==> config.mk <==
export PLATFORM = sky130hd
export DESIGN_NAME = punc_datapath_v2
export DESIGN_NICKNAME = d
export VERILOG_FILES = /design/src/rtl/punc_pkg.sv /design/src/rtl/punc_mul_seq.sv /design/src/rtl/punc_datapath_v2.sv
export SDC_FILE = /design/constraint.sdc
export NUM_CORES = 1
export LEC_CHECK = 0
export ABC_AREA = 1
export CORE_ASPECT_RATIO = 1.75
export CORE_MARGIN = 5
export CORE_UTILIZATION = 65
export CTS_CLUSTER_SIZE = 16
export DETAILED_ROUTE_END_ITERATION = 16
export GPL_TIMING_DRIVEN = 0
export PLACE_DENSITY_LB_ADDON = 0.05
export SYNTH_ARGS = -nofsm -noshare
export SYNTH_HDL_FRONTEND = slang
export SYNTH_SLANG_ARGS = --single-unit
export TNS_END_PERCENT = 5
==> constraint.sdc <==
create_clock -name clk -period 6.25 [get_ports clk]
set_input_delay 1.25 -clock clk [delete_from_list [all_inputs] [get_ports clk]]
set_output_delay 1.25 -clock clk [all_outputs]
set_load 0.03 [all_outputs]
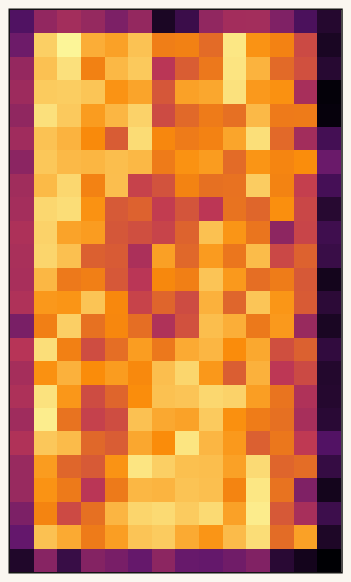
Figure 1: run 1, cell density map.
14 x 24 tiles, from black (low) to pale yellow (high), 0 to 100% covered.
0.90% of the tiles are nearly empty. The fullest tile reaches 98%. The densest ninth of the die: bottom middle. The mean over all tiles is 64%. 41% of the tiles are over 75% full.
fin util: 73.8%
Core Area: 29200 sq um
Starting Density: 65.2%

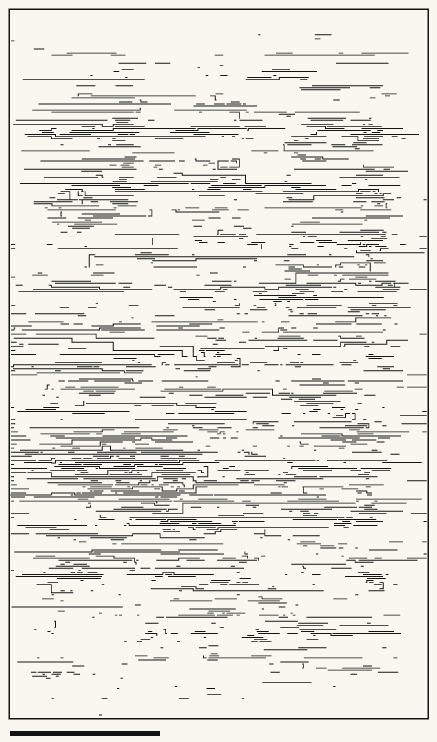
Figure 2: run 1, signal wires on met3.
Bar = 50 um.
The wires run mostly horizontal. The layer carries 9460 um of wire. The longest straight run is 86.5 um. 602 nets have wire on it.
met3 usage: 12.8%
DRT Wirelength: 81700 um
via count: 21800

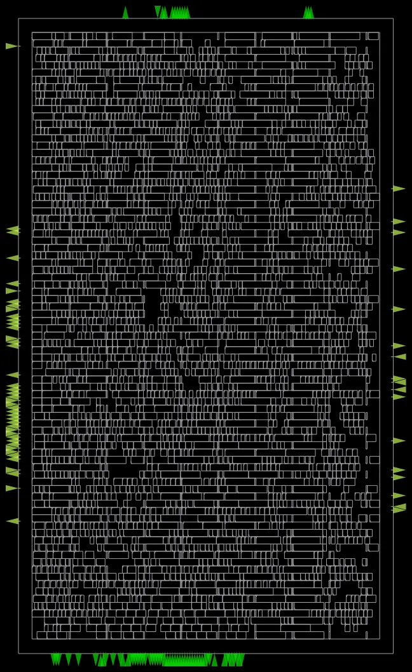
Figure 3: run 1, cell outlines without signal wires.
row count: 83
Fill cells: 2350

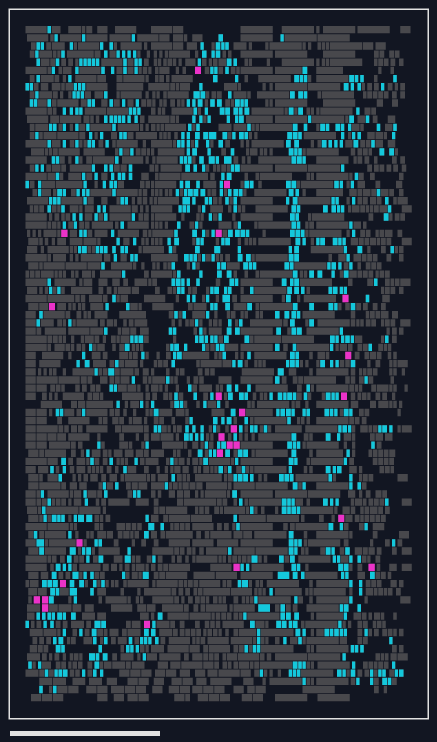
Figure 4: run 1, selected gate families.
Bar = 50 um.
nand cells: in cyan, cells 888, most used nand2_1, where all over the die. and/or cells: in magenta, cells 24, most used and2_1.
Commonest Layout Cell: nand2_1
Comb area share: 47.7%

==> Changelog: implementation, run 1 <==
## Implementation

* Status: finished clean
* Die W at 139 um
* Synth Instances at 2782
* First-pass GRT wire length at 122000 um
* Clk pin slew, worst setup/hold paths at 0.07 ns
* Switching power share of the total at 38.8%
* HP Class: register to register
* P_sw at 2.24 mW
* Fin Clk Skew at 0.0165 ns
* Number of enable flip-flop cells at 128
* Post-Synthesis Cell Area at 19000 sq um
* Main area contributors: edfxtp_1 (20%), dfxtp_1 (17%), nand2_1 (12%), o21ai_0 (7.4%), nor2_1 (6.5%)
* Vias in the first global route at 21500
* Met2 Usage GRT at 79.7%
* Chip area at 33000 sq um
* XOR/XNOR Area Share at 1.70%
* Worst hold path depth at 2
* Layout net count at 3046
* Inserted Clock Buffers at 25
* Number of cells in Yosys stat at 2782
* Most Crowded Layer GR: met2
run 1: routing by layer:
layer,share of wire (%),up-vias
met3,12,727
met4,14,0
li1,-,9631
met1,29,9605
met5,0,-
met2,46,1852
run 1: power by group through the flow:
stage | combinational [mW] | sequential [mW] | clock, mW
floorplan | 1.09 | 2.33 | 0
global placement | 1.75 | 2.30 | 0
detailed placement | 1.79 | 2.30 | 0
CTS | 1.81 | 2.26 | 1.55
global route | 2.02 | 2.29 | 1.63
finish | 1.90 | 2.28 | 1.59
run 1: cells in the final DEF (no fill, tap or decap), types with 11 or more instances in the layout:
master and n:
a21oi_1 217, nand3_1 240, inv_1 292, a221oi_1 12, o22ai_1 13, o21ai_0 282
clkdlybuf4s50_1 120, nand2_1 624, dfxtp_1 158, and2_1 11, xnor2_1 17, nor2_1 331
buf_2 35, ha_1 71, clkbuf_1 93, o211ai_1 37, xor2_1 20, nand4_1 14
a31oi_1 64, edfxtp_1 128, clkbuf_16 26
run 1: cell families after synthesis:
family / after synthesis
DFF: 286
and+or+nand+nor: 1258
xor gates and xnor gates: 37
buffers and inverters: 448
adders and majority gates: 75
AOI/OAI and AO/OA: 678
run 1: critical path, stage by stage:
cell             delay [ns]
clkdlybuf4s50_1        0.53
inv_2                  0.22
or2_2                  0.14
clkbuf_1               0.27
clkbuf_1               0.49
clkbuf_2               0.37
nand2_1                0.08
inv_1                  0.06
ha_1                   0.28
a21oi_1                0.34
nand2_1                0.12
a21oi_1                0.30
nand3b_1               0.12
nand3_1                0.10
nand3_1                0.12
nand2_1                0.08
nand3_1                0.36
nor2_1                 0.20
nand2_1                0.07
nor2_1                 0.29
nand2_1                0.20
nand2_1                0.11
a21oi_1                0.06
run 1: area by class of cell:
type	instances	area [sq um]
multi-input combinational	2048	10300
sequential	286	7010
inverter	303	1140
clock buffer	29	662
tap	382	478
fill	2350	7650
buffer	145	634
clock inverter	16	140
timing repair buffer	120	1200
antenna	3	7.51
run 1: stage by stage:
step	hold slack, ns	util (%)	instance area [sq um]
final	0.474	73.8	21500
after global routing	0.488	73.8	21500
after CTS	0.472	73.8	21500
after detailed placement	0.460	71.0	20700
after global placement	0.456	71.0	20700
after floorplan	0.443	-	19000
run 1: what timing repair did:
item,CTS,global route
endpoints found under the setup margin,0,1
resized,0,2
endpoints found under the hold margin,0,0
setup buffers,0,0
Figure 5. Nets reached from selected ports (run 1).
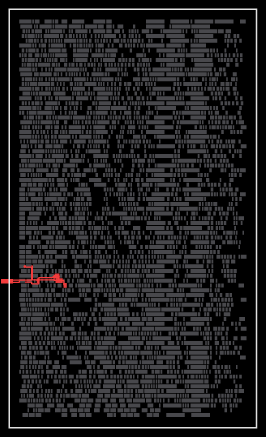

==> run 2: changes to the inputs <==
SYNTH_HIERARCHICAL = 1   (was not set)
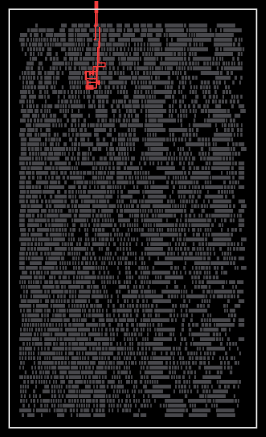
Figure 6: run 2, nets reached from selected ports.
`mem_addr_sel`: in red, bits 2, direction input, end cells 8, buffers 2, wire 135 um.
IO buf count: 124
Boundary Pins: 127

==> run 2 against run 1 <==
The run now ends with capacitance limit, slew limit left. Sequential cell count is the same. Clock power rose by 9%. Worst hold slack got worse by 0.0071 ns. Register-to-register slack lost 0.05 ns. Design area increased by 2.4%. Via count rose by 3.4%. Critical endpoint is now rf_debug_data[11]. Largest power group unchanged.
==> Changelog: implementation, run 2 <==
## Implementation

* Number of cells in Yosys stat at 2873 (+3.3%)
* Max Cap Viol at 1
* Slew @ Worst Pin at 1.50 ns
* DR WL/cell at 24.8 um
* Main area contributors: edfxtp_1 (20%), dfxtp_1 (16%), nand2_1 (13%), o21ai_0 (7.8%), nor2_1 (6.6%)
* Violated checks: capacitance limit, slew limit
* First-pass GRT wire length at 129000 um (+6.2%)
* Post-CTS setup buffer count at 0 (unchanged)
* CP max-delay cell: clkdlybuf4s50_1
* Worst path max stage delay at 0.73 ns (+0.20 ns)
* Fill cells at 2405 (+2.3%)
* Core Area at 29500 sq um (+1.1%)
* Area occupied by multi-input gates at 10500 sq um (+2.7%)
* Fin Clk Skew at 0.0135 ns (-0.00299 ns)
* Worst-path cell chain: clkdlybuf4s50_1 -> clkbuf_1 -> clkbuf_1 -> nor2_1 -> nor2_1 -> o21ai_0 -> a31oi_1 -> clkdlybuf4s50_1
* Floorplan Nets at 2992
* Chip area at 33600 sq um (+2.0%)
* Starting Density at 65.9% (+0.66 points)
* Top cells excl fill/tap: nand2_1 (667), nor2_1 (340), inv_1 (317)
* Layout net count at 3145 (+3.3%)
* Row count at 83 (unchanged)
* Post_cts resized at 0 (unchanged)
* Status: finished with violations
* HP Class: register to register
* WP buf/inv at 4 (-2)
* GPL Wtd Cong at 1.14
* Synth Instances at 2873 (+3.3%)
* Number of enable flip-flop cells at 128 (unchanged)
* Register Area at 7010 sq um (unchanged)
* Crit. path cell count at 8 (-65%)
* Die W at 141 um (+0.96%)
* DRT Wirelength at 85100 um (+4.2%)
* Clk pin slew, worst setup/hold paths at 0.07 ns (about the same)
* Vias in the first global route at 22300 (+3.7%)
* Via count at 22600 (+3.4%)
* Inserted Clock Buffers at 27 (+8.0%)
* Final Slew Violations at 1
* Post-CTS Hold Buffers at 0
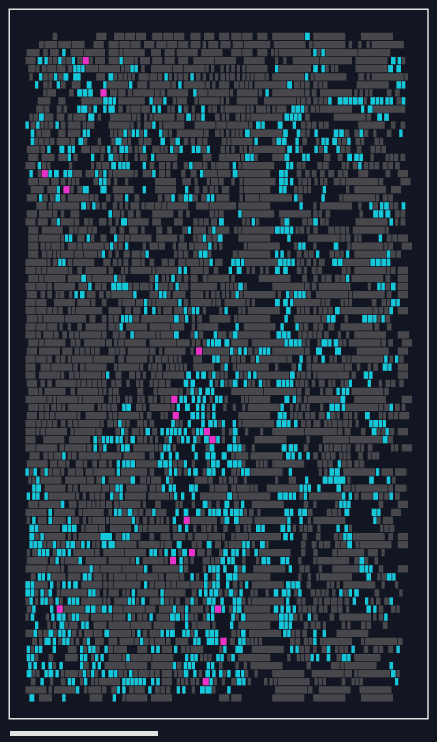
Figure 7: run 2, selected gate families.
Bar = 50 um.
and/or cells: in magenta, cells 16, most used or2_2. nand cells: in cyan, cells 935, most used nand2_1, where all over the die.
Layout Cells excl Fill: 3430
Comb area share: 47.8%

## run 2: metal layers
metal,share of wire (%),track usage [%],vias up
met2,45,79.8,1944
met4,13,48.6,2
met5,0.024,1.02,-
met1,29,50.4,9955
li1,-,-,9868
met3,13,19.4,790
## run 2: cells by family after synthesis
group	share of synthesized area, %
AND/OR/NAND/NOR	27.8
AND-OR/OR-AND	19.1
buffers and inverters	9.74
flip-flops	36.0
adder cells (fa/ha/maj)	5.11
XOR/XNOR	1.35
multiplexers	0.824
## run 2: final cells by class
type	count	area share [%]
tap	382	2.17
buffer	139	2.94
inverter	331	5.65
clock buffer	36	3.55
multi-input combinational	2117	47.8
antenna	2	0.0227
sequential	286	31.8
timing repair buffer	124	5.63
clock inverter	13	0.482
## run 2: tightest hold or removal path, delay by kind of cell, from the launching register on
kind	cells	cell delay (ns)
AND-OR/OR-AND	1	0.05
AND/OR/NAND/NOR	1	0.06
flip-flops	1	0.31
## run 2: where the power goes
group          internal [mW]  leakage (nW)  switching (mW)
combinational          0.615          6.61            1.49
sequential              2.13          2.62           0.160
clock                  0.927         0.440           0.811
## run 2: through the flow
step                      setup WS [ns]  instance area (sq um)  util [%]  hold slack, ns  instances
after floorplan                    2.10                  19400         -           0.434       2873
after global placement            0.738                  21200      71.7           0.454       3379
after detailed placement          0.726                  21200      71.7           0.458       3379
after CTS                         0.972                  22000      74.7           0.465       3428
after global routing              0.702                  22000      74.8           0.486       3429
final                             0.785                  22100      74.8           0.467       3430
No activity file was given, so power comes from the tool's default toggle rates.
